**Nets reached from selected ports**

The bar under the picture is 50 um long.
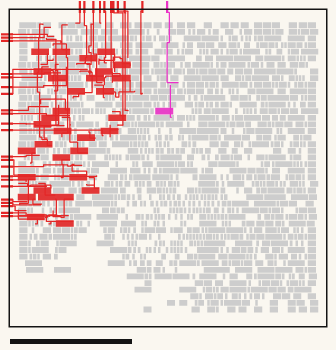
**Supply network**

The bar under the picture is 50 um long. Pins as bars on the die edge. Tap cells in grey.
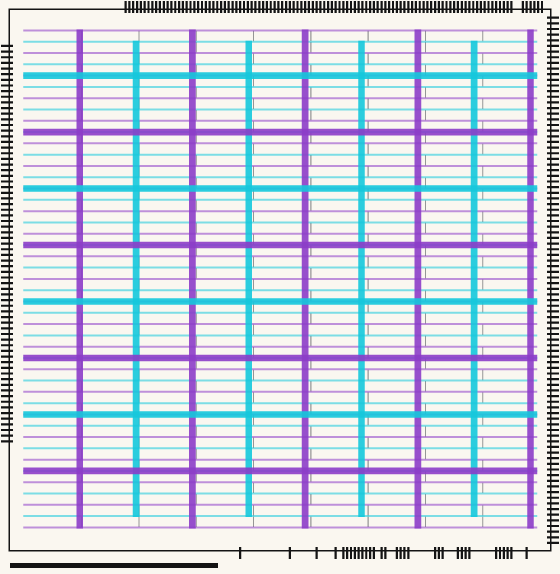
**Local utilization**

The bar under the picture is 50 um long. The die is cut into 13 by 13 equal tiles; white is low, dark blue is high, 0 to 100% covered.
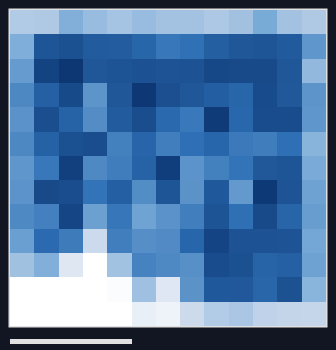
**Where the registers sit**

The bar under the picture is 50 um long. Other sequential cells in the stronger grey, the rest of the logic in the fainter grey.
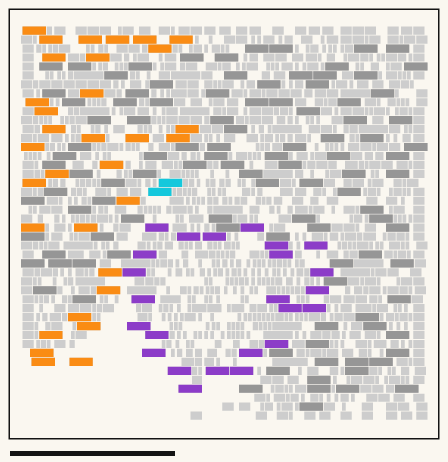
==> config.mk <==
export PLATFORM = sky130hd
export DESIGN_NAME = sd_access_arbiter
export DESIGN_NICKNAME = d
export VERILOG_FILES = /design/src/rtl/sd_access_arbiter.sv
export SDC_FILE = /design/constraint.sdc
export NUM_CORES = 1
export LEC_CHECK = 0
export ABC_AREA = 1
export CAP_MARGIN = 20
export CORE_MARGIN = 3
export CORE_UTILIZATION = 46
export DETAILED_ROUTE_END_ITERATION = 8
export GPL_TIMING_DRIVEN = 0
export PLACE_DENSITY = 0.86
export SYNTH_ARGS = -nofsm -noshare
export SYNTH_HDL_FRONTEND = slang
export SYNTH_SLANG_ARGS = --single-unit
==> constraint.sdc <==
create_clock -name control_clk_i -period 4.3 [get_ports control_clk_i]
set_input_delay 1.075 -clock control_clk_i [delete_from_list [all_inputs] [get_ports control_clk_i]]
set_output_delay 1.075 -clock control_clk_i [all_outputs]
set_load 0.05 [all_outputs]
==> impl_metrics.json <==
{
  "arrival_ps": 1860,
  "comb_power_mw": 2.55,
  "period_needed_ps": 2930,
  "cts_hold_buffers": 0,
  "drive_gt1_frac": 0.0692,
  "synthArstFlopShare": 0,
  "fin_setup_tns_ps": 0,
  "place_area_um2": 10300,
  "top_cell": "nor2_1",
  "busiest_layer": "met2",
  "endpoint_kind": "output pin",
  "ys_sh_adder": 0.00884,
  "clock_sinks": 165,
  "outcome": "finished, final reports clean",
  "wl_met1_um": 10000,
  "top_logic_kind": "simple AND/OR/NAND/NOR gates",
  "nets": 1474,
  "drc_errors": 0,
  "synth_seq_share": 0.467,
  "warnings": 29,
  "p_int_mw": 3.49,
  "use_met2": 0.483,
  "drv_cap": 0,
  "whs_path_depth": 2,
  "syn_inst": 979,
  "syn_area_per_cell_um2": 7.23,
  "dp.cells": 1467
}
Back to the opening pictures, 'nets reached from selected ports':
| colour | port | direction | end cells | buffers | wire |
|---|---|---|---|---|---|
| red | b_rdata_o | output | 32 | 32 | 1,340 um |
| magenta | a_err_o | output | 1 | 1 | 50.7 um |
io pins: 305
I/O Buffers: 304

Back to the opening pictures, 'supply network':
| colour | net |
|---|---|
| purple | VSS |
| cyan | VDD |
rows: 44
tap cells: 184
met1 rails: 45
Chip Width: 130 um
core area: 14,800 um^2
maximum VDD drop: 0.404 mV
Die H: 130 um

Back to the opening pictures, 'local utilization':
tiles over 75% full: 44%
nearly empty tiles: 5.9%
fullest tile: 97%
mean over tiles: 63%
emptiest ninth of the die: bottom left
fp_density: 0.478
Finished Core Util: 0.737

Back to the opening pictures, 'where the registers sit':
| colour | signal | flops |
|---|---|---|
| orange | a_rdata_o | 32 |
| purple | cnt_q | 24 |
| cyan | state_q | 2 |
not coloured: 107
flop share of the area: 0.302
Reg area: 3300 um^2
Sequential Power: 1.96 mW

stage by stage:
stage / hold slack (ps) / worst slack (ps) / total power, mW
5_1_grt: 479 / 1300 / 6.24
6_report: 456 / 1370 / 5.98
2_1_floorplan: 451 / 2240 / 3.59
4_1_cts: 457 / 1380 / 5.99
3_5_place_dp: 443 / 1230 / 4.52
3_3_place_gp: 438 / 1280 / 4.50
final cells by class:
type	count	area (um^2)	share of cell area
Buffer	48	259	0.0237
Clock buffer	21	470	0.0431
Clock inverter	11	101	0.00928
Inverter	60	233	0.0213
Multi-Input combinational cell	706	3280	0.300
Sequential cell	165	3300	0.302
Tap cell	184	230	0.0211
Timing Repair Buffer	304	3040	0.279
Power is estimated from default activity; no workload was simulated.
